--- src/rtl/alu_step_sequencer_if.sv ---
// rtl/alu_step_sequencer_if.sv - step/abort/flag inputs and enable/status outputs of the ALU step sequencer
interface alu_step_sequencer_if #(
    parameter int CNT_W = 8,
    parameter int OP_W  = 2
);
    logic             STEP;
    logic             ABORT;
    logic [OP_W-1:0]  OPsel;
    logic [3:0]       FLAGS;
    logic             enA;
    logic             enALU;
    logic             enC;
    logic             selA;
    logic [OP_W-1:0]  OPout;
    logic [1:0]       state;
    logic             done;
    logic [CNT_W-1:0] opCount;
    logic             ovfSticky;

    modport master (
        output STEP, ABORT, OPsel, FLAGS,
        input  enA, enALU, enC, selA, OPout, state, done, opCount, ovfSticky
    );

    modport slave (
        input  STEP, ABORT, OPsel, FLAGS,
        output enA, enALU, enC, selA, OPout, state, done, opCount, ovfSticky
    );
endinterface

--- src/rtl/alu_step_sequencer.sv ---
// rtl/alu_step_sequencer.sv - step-press FSM producing one-cycle register enables; ACCUM_CHAIN_EN enables A<=C chaining
module alu_step_sequencer #(
    parameter int CNT_W = 8,
    parameter int OP_W  = 2
) (
    input  logic                 CLK50M,
    input  logic                 RST,
    alu_step_sequencer_if.slave  bus
);
    typedef enum logic [1:0] {
        LOAD_A    = 2'b00,
        LOAD_B    = 2'b01,
        SHOW      = 2'b10,
        UNUSED_ST = 2'b11
    } state_t;

    state_t state_q;
    state_t state_d;
    logic   step_q;
    logic   step_pulse;
    logic   en_a_d;
    logic   en_alu_d;
    logic   en_c_d;
    logic   sel_a_d;
    logic   unused_flags;

    // Only V participates in the sticky flag; the other ALU flags pass by.
    assign unused_flags = ^bus.FLAGS[2:0];

    // Rising edge of the debounced key; step_q starts high so a key held through reset is not a press.
    assign step_pulse = bus.STEP & ~step_q;

    assign bus.OPout = bus.OPsel;
    assign bus.state = state_q;

    // Next state and next-cycle enables; abort overrides any pending press.
    always_comb begin
        state_d  = state_q;
        en_a_d   = 1'b0;
        en_alu_d = 1'b0;
        en_c_d   = 1'b0;
        sel_a_d  = 1'b0;
        if (bus.ABORT) begin
            state_d = LOAD_A;
        end else begin
            case (state_q)
                LOAD_A: begin
                    if (step_pulse) begin
                        state_d  = LOAD_B;
                        en_a_d   = 1'b1;
                        en_alu_d = 1'b1;
                    end
                end
                LOAD_B: begin
                    if (step_pulse) begin
                        state_d = SHOW;
                        en_c_d  = 1'b1;
                    end
                end
                SHOW: begin
                    if (step_pulse) begin
`ifdef ACCUM_CHAIN_EN
                        state_d = LOAD_B;
                        en_a_d  = 1'b1;
                        sel_a_d = 1'b1;
`else
                        state_d = LOAD_A;
`endif
                    end
                end
                default: state_d = LOAD_A;
            endcase
        end
    end

    // State, key history and registered enables.
    always_ff @(posedge CLK50M or posedge RST) begin
        if (RST) begin
            state_q   <= LOAD_A;
            step_q    <= 1'b1;
            bus.enA   <= 1'b0;
            bus.enALU <= 1'b0;
            bus.enC   <= 1'b0;
            bus.done  <= 1'b0;
        end else begin
            state_q   <= state_d;
            step_q    <= bus.STEP;
            bus.enA   <= en_a_d;
            bus.enALU <= en_alu_d;
            bus.enC   <= en_c_d;
            bus.done  <= en_c_d;
        end
    end

`ifdef ACCUM_CHAIN_EN
    // A-source select follows the chaining enable so A captures C only on that cycle.
    always_ff @(posedge CLK50M or posedge RST) begin
        if (RST) begin
            bus.selA <= 1'b0;
        end else begin
            bus.selA <= sel_a_d;
        end
    end
`else
    logic unused_sel;
    assign unused_sel = sel_a_d;
    assign bus.selA   = 1'b0;
`endif

    // Completed-operation counter advances together with enC and wraps silently.
    always_ff @(posedge CLK50M or posedge RST) begin
        if (RST) begin
            bus.opCount <= '0;
        end else if (en_c_d) begin
            bus.opCount <= bus.opCount + {{(CNT_W-1){1'b0}}, 1'b1};
        end
    end

    // Sticky overflow samples V only while enC is high; abort clears it.
    always_ff @(posedge CLK50M or posedge RST) begin
        if (RST) begin
            bus.ovfSticky <= 1'b0;
        end else if (bus.ABORT) begin
            bus.ovfSticky <= 1'b0;
        end else if (bus.enC) begin
            bus.ovfSticky <= bus.ovfSticky | bus.FLAGS[3];
        end
    end
endmodule
--- src/flat_wrapper.sv ---
// flat-port wrapper written by rule: the top's interface ports become plain ports
module alu_step_sequencer_flat 
#(
    parameter int CNT_W = 8,
    parameter int OP_W  = 2
)
  (CLK50M, RST, bus_STEP, bus_ABORT, bus_OPsel, bus_FLAGS, bus_enA, bus_enALU, bus_enC, bus_selA, bus_OPout, bus_state, bus_done, bus_opCount, bus_ovfSticky);
  alu_step_sequencer_if #(.CNT_W(CNT_W), .OP_W(OP_W)) bus_i ();
  input  logic CLK50M;
  input  logic RST;
  input wire logic [$bits(bus_i.STEP)-1:0] bus_STEP;
  input wire logic [$bits(bus_i.ABORT)-1:0] bus_ABORT;
  input wire logic [$bits(bus_i.OPsel)-1:0] bus_OPsel;
  input wire logic [$bits(bus_i.FLAGS)-1:0] bus_FLAGS;
  output wire logic [$bits(bus_i.enA)-1:0] bus_enA;
  output wire logic [$bits(bus_i.enALU)-1:0] bus_enALU;
  output wire logic [$bits(bus_i.enC)-1:0] bus_enC;
  output wire logic [$bits(bus_i.selA)-1:0] bus_selA;
  output wire logic [$bits(bus_i.OPout)-1:0] bus_OPout;
  output wire logic [$bits(bus_i.state)-1:0] bus_state;
  output wire logic [$bits(bus_i.done)-1:0] bus_done;
  output wire logic [$bits(bus_i.opCount)-1:0] bus_opCount;
  output wire logic [$bits(bus_i.ovfSticky)-1:0] bus_ovfSticky;
  assign bus_i.STEP = bus_STEP;
  assign bus_i.ABORT = bus_ABORT;
  assign bus_i.OPsel = bus_OPsel;
  assign bus_i.FLAGS = bus_FLAGS;
  assign bus_enA = bus_i.enA;
  assign bus_enALU = bus_i.enALU;
  assign bus_enC = bus_i.enC;
  assign bus_selA = bus_i.selA;
  assign bus_OPout = bus_i.OPout;
  assign bus_state = bus_i.state;
  assign bus_done = bus_i.done;
  assign bus_opCount = bus_i.opCount;
  assign bus_ovfSticky = bus_i.ovfSticky;
  alu_step_sequencer #(.CNT_W(CNT_W), .OP_W(OP_W)) u_core (.CLK50M(CLK50M), .RST(RST), .bus(bus_i));
endmodule
--- config.mk ---
export PLATFORM = sky130hd
export DESIGN_NAME = alu_step_sequencer_flat
export DESIGN_NICKNAME = d
export VERILOG_FILES = /design/src/rtl/alu_step_sequencer_if.sv /design/src/rtl/alu_step_sequencer.sv /design/src/flat_wrapper.sv
export SDC_FILE = /design/constraint.sdc
export NUM_CORES = 1
export LEC_CHECK = 0
export CORE_UTILIZATION = 40
export DETAILED_ROUTE_END_ITERATION = 7
export HOLD_SLACK_MARGIN = 0.12
export PLACE_DENSITY = 0.84
export SYNTH_ARGS = -nofsm -noshare
export SYNTH_HDL_FRONTEND = slang
export SYNTH_SLANG_ARGS = --single-unit
export TNS_END_PERCENT = 50
--- constraint.sdc ---
create_clock -name CLK50M -period 1.9 [get_ports CLK50M]
set_clock_uncertainty 0.05 [all_clocks]
set_input_delay 0.38 -clock CLK50M [delete_from_list [all_inputs] [get_ports CLK50M]]
set_output_delay 0.38 -clock CLK50M [all_outputs]
set_load 0.02 [all_outputs]
Fig. 1: metal 1
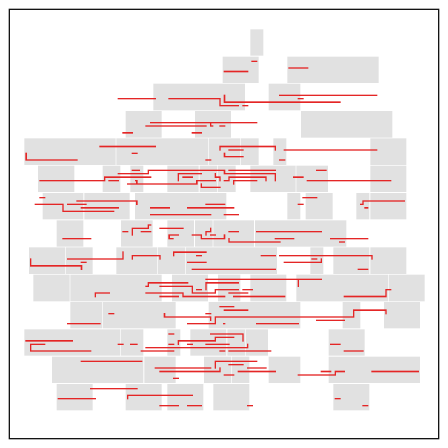
nets with wire on the layer: 67
main direction: horizontal
wire length on this layer: 489 um
longest straight run: 13.8 um
share of all routed wire: 41%

Fig. 2: sequential cells coloured by netlist name
Scale bar: 10 um.
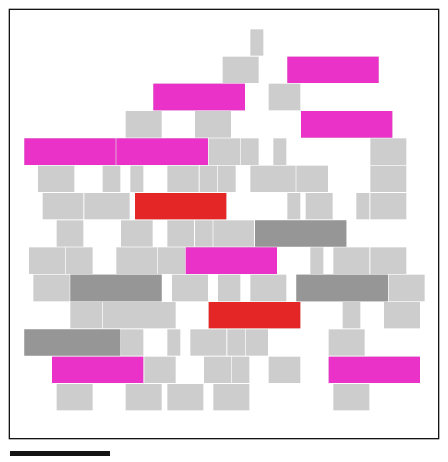
legend:
  magenta:
    netlist_name: `u_core.bus.opCount`
    flops: 8
    where: widely spread
  red:
    netlist_name: `u_core.bus.state`
    flops: 2

Fig. 3: metal 3
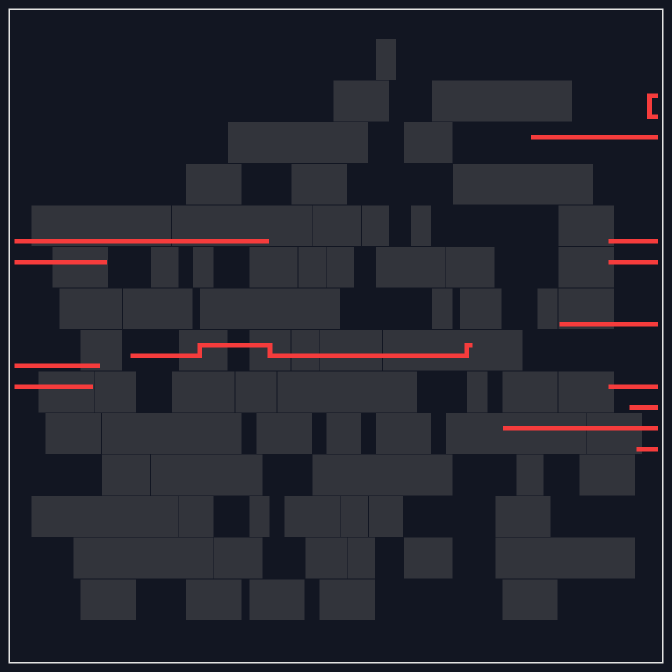
share of all routed wire: 7.9%
nets with wire on the layer: 14
main direction: horizontal
met3 Use GR: 8.51%
Post-Route WL: 1200 um
vias: 452

Fig. 4: routing congestion
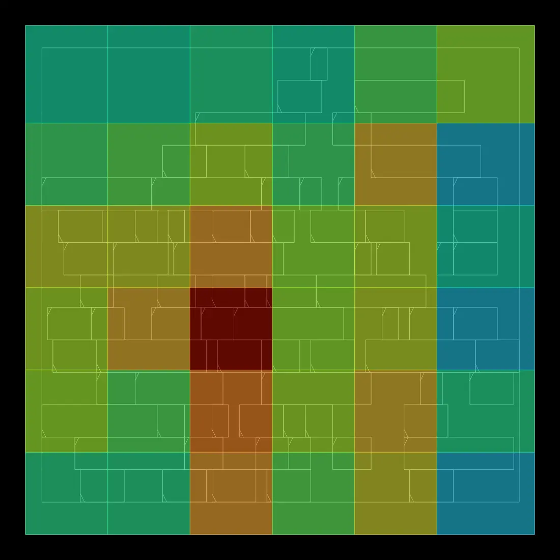
drt wl/cell: 13.3 um
overall routing resource usage: 16.0%
met2 usage: 27.3%
utilization after layout: 57.1%

Fig. 5: met2 routing
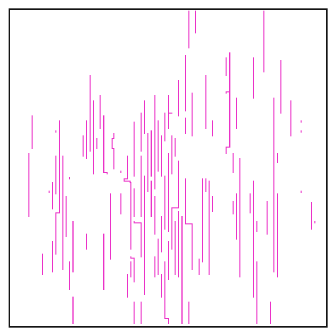
wire length on this layer: 616 um
nets with wire on the layer: 73
share of all routed wire: 51%
longest straight run: 23.5 um

==> impl_metrics.json <==
{
  "crit_family": "buffers and inverters",
  "syn_inst": 55,
  "yosys.area_share.simple_pct": 23.1,
  "design.die.area_sq_mm": 0.00182,
  "synth-seq-cells": 14,
  "final_cell_mix": "19 x clkdlybuf4s50_1, 13 x dfrtp_1, 8 x xor2_1",
  "grt_pass1_vias": 474,
  "openroad.warnings": 29,
  "period_used_pct": 95.8,
  "crit_slowest_cell": "clkdlybuf4s50_1",
  "nets": 86,
  "period_minus_slack_ns": 1.82,
  "slowest_delay_ns": 0.65,
  "setup_viol": 0,
  "diodes": 0,
  "drt_iter0_drc": 4,
  "grt_max_degree": 15,
  "fmax_mhz": 549,
  "fin_ws_ns": 0.0797,
  "ant_nets": 0,
  "syn_area_per_cell_sq_um": 12.0,
  "critPathBufInv": 1,
  "coreArea_sq_mm": 0.00152,
  "dr.pass1.iters": 4,
  "vdd_drop_max_mv": 0.690,
  "hold_buffers": 0,
  "htree_levels": 1,
  "overflow": 0,
  "fillers": 134,
  "clk_path_buf_depth": 2,
  "yosysWarnings": 0,
  "fa_ha_area_share_pct": 1.89,
  "cts_setup_buffers": 0,
  "num_io_pins": 28,
  "rows": 14,
  "cts.sinks": 14,
  "power_density_mw_per_mm2": 792,
  "hpwl_um": 918,
  "area_growth_pct": 31.6,
  "preCtsSetupSlack_ns": 0.0751,
  "end_kind": "output pin",
  "crit_fanout": 5,
  "cts_tree": "yes",
  "top_area_share_pct": 49.1,
  "worstPathRequired_ns": 1.47,
  "die_height_um": 42.7,
  "drc": 0,
  "drive_above_1_share_pct": 16.2,
  "io_buffers": 19,
  "largest_area_cell": "dfrtp_1",
  "die-width_um": 42.7,
  "status": "complete, no violations",
  "initial_core_util_pct": 43.4,
  "start_kind": "flop",
  "hold_violations": 0,
  "area_leaders": "dfrtp_1 49%, xor2_1 11%, buf_4 5.7%",
  "ys_seq_share_pct": 53.1,
  "drv_cap": 0,
  "netlist_area_sq_um": 662,
  "ys_sh_xor_pct": 10.6,
  "compound_area_share_pct": 1.51,
  "insertion_delay_ns": 0.28,
  "slew_violations": 0,
  "worst_pin_slew_ns": 0.522,
  "slew_headroom_pct": 65.2,
  "mux_share_pct": 1.70,
  "tns_ns": 0,
  "clkTransAtPathRegs_ns": 0.08,
  "yosys.stat.chipArea_sq_um": 662,
  "via_per_inst": 5.02,
  "layout_top_cell": "clkdlybuf4s50_1",
  "logic_family": "simple AND/OR/NAND/NOR gates",
  "rsz0062_at_grt": "false",
  "worstSetupPathType": "reg2out",
  "cts_made_buffers": 3,
  "cts-root-buf": "clkbuf_4",
  "synth_cell_types": 23,
  "crit_chain": "clkdlybuf4s50_1",
  "worstPathArrival_ns": 1.39,
  "yosys_cells": 55,
  "grt_pass1_wl_um": 2100,
  "gp_congestion": 0.734,
  "fp_nets": 66,
  "leakagePower_nw": 0.411,
  "post_cts_resized": 0,
  "hold_class": "in2async",
  "antenna_found_initial": 0
}
metrics by stage:
stage          cell area (sq um)  hold slack (ns)  cells  total power, mW
2_1_floorplan                662            0.219     55            0.452
5_1_grt                      871            0.430     90            0.735
3_3_place_gp                 845            0.405     86            0.517
6_report                     871            0.381     90            0.690
4_1_cts                      871            0.396     90            0.699
3_5_place_dp                 845            0.419     86            0.522
power by group:
part           switching, mW  leakage (nW)  internal (mW)
Sequential            0.0327         0.188          0.325
Combinational         0.0801         0.208         0.0785
Clock                 0.0917        0.0150         0.0814
Total                  0.205         0.411          0.485
path summary, 6_finish.rpt:
check,from,endpoint,slack [ns],cells past startpoint
worst max-delay path,u_core.bus.state[0],bus_state[0],0.08,1
worst min-delay path,RST,u_core.bus.ovfSticky,0.38,2
worst max register to register,u_core.bus.state[1],u_core.bus.opCount[4],0.50,4
worst min register to register,u_core.bus.opCount[7],u_core.bus.opCount[7],0.42,1
max in group asynchronous,RST,u_core.step_q,1.05,2
min in group CLK50M,u_core.bus.opCount[7],u_core.bus.opCount[7],0.42,1
layer usage:
metal  vias up  GRT usage (%)  share of wire, %
met3         0           8.51               7.8
met2        15           27.3                51
met5         -              0                 0
met1       223           17.4                41
li1        214              -                 -
met4         0           3.75                 0
final cells by class:
| type | count | area [sq um] | share of cell area (%) |
|---|---|---|---|
| repair buffers | 21 | 205 | 23.6 |
| clock buffers | 4 | 26.3 | 3.02 |
| well taps | 16 | 20.0 | 2.30 |
| flip-flops and latches | 14 | 352 | 40.4 |
| inverters | 2 | 7.51 | 0.862 |
| multi-input cells | 33 | 260 | 29.9 |
kinds of logic (layout without fill, tap and decap cells):
logic type	after synthesis	count (layout)
and+or+nand+nor	20	20
AOI/OAI and AO/OA	2	2
DFF	14	14
buffers and inverters	8	27
adders and majority gates	1	1
xor gates and xnor gates	8	8
other	1	1
muxes	1	1
state kept, by name, indices dropped and copies added (netlist names):
name,count
u_core.bus.state,2
u_core.bus.enC,1
u_core.bus.opCount,8
u_core.bus.enA,1
u_core.step_q,1
u_core.bus.ovfSticky,1
Yosys cell counts:
cell type   n
nor2_1      2
inv_1       2
nor4_2      1
buf_2       1
dfstp_2     1
mux2_1      1
nand2_1     1
nor2_4      1
nand3_1     3
or2_1       1
a21oi_1     2
conb_1      1
nand3b_1    1
ha_1        1
or2_0       1
nand3b_4    1
nor3_2      3
xor2_1      8
buf_4       5
nand2b_1    1
nor3_1      3
dfrtp_1    13
nand4bb_1   1
No activity file was given, so power comes from the tool's default toggle rates.
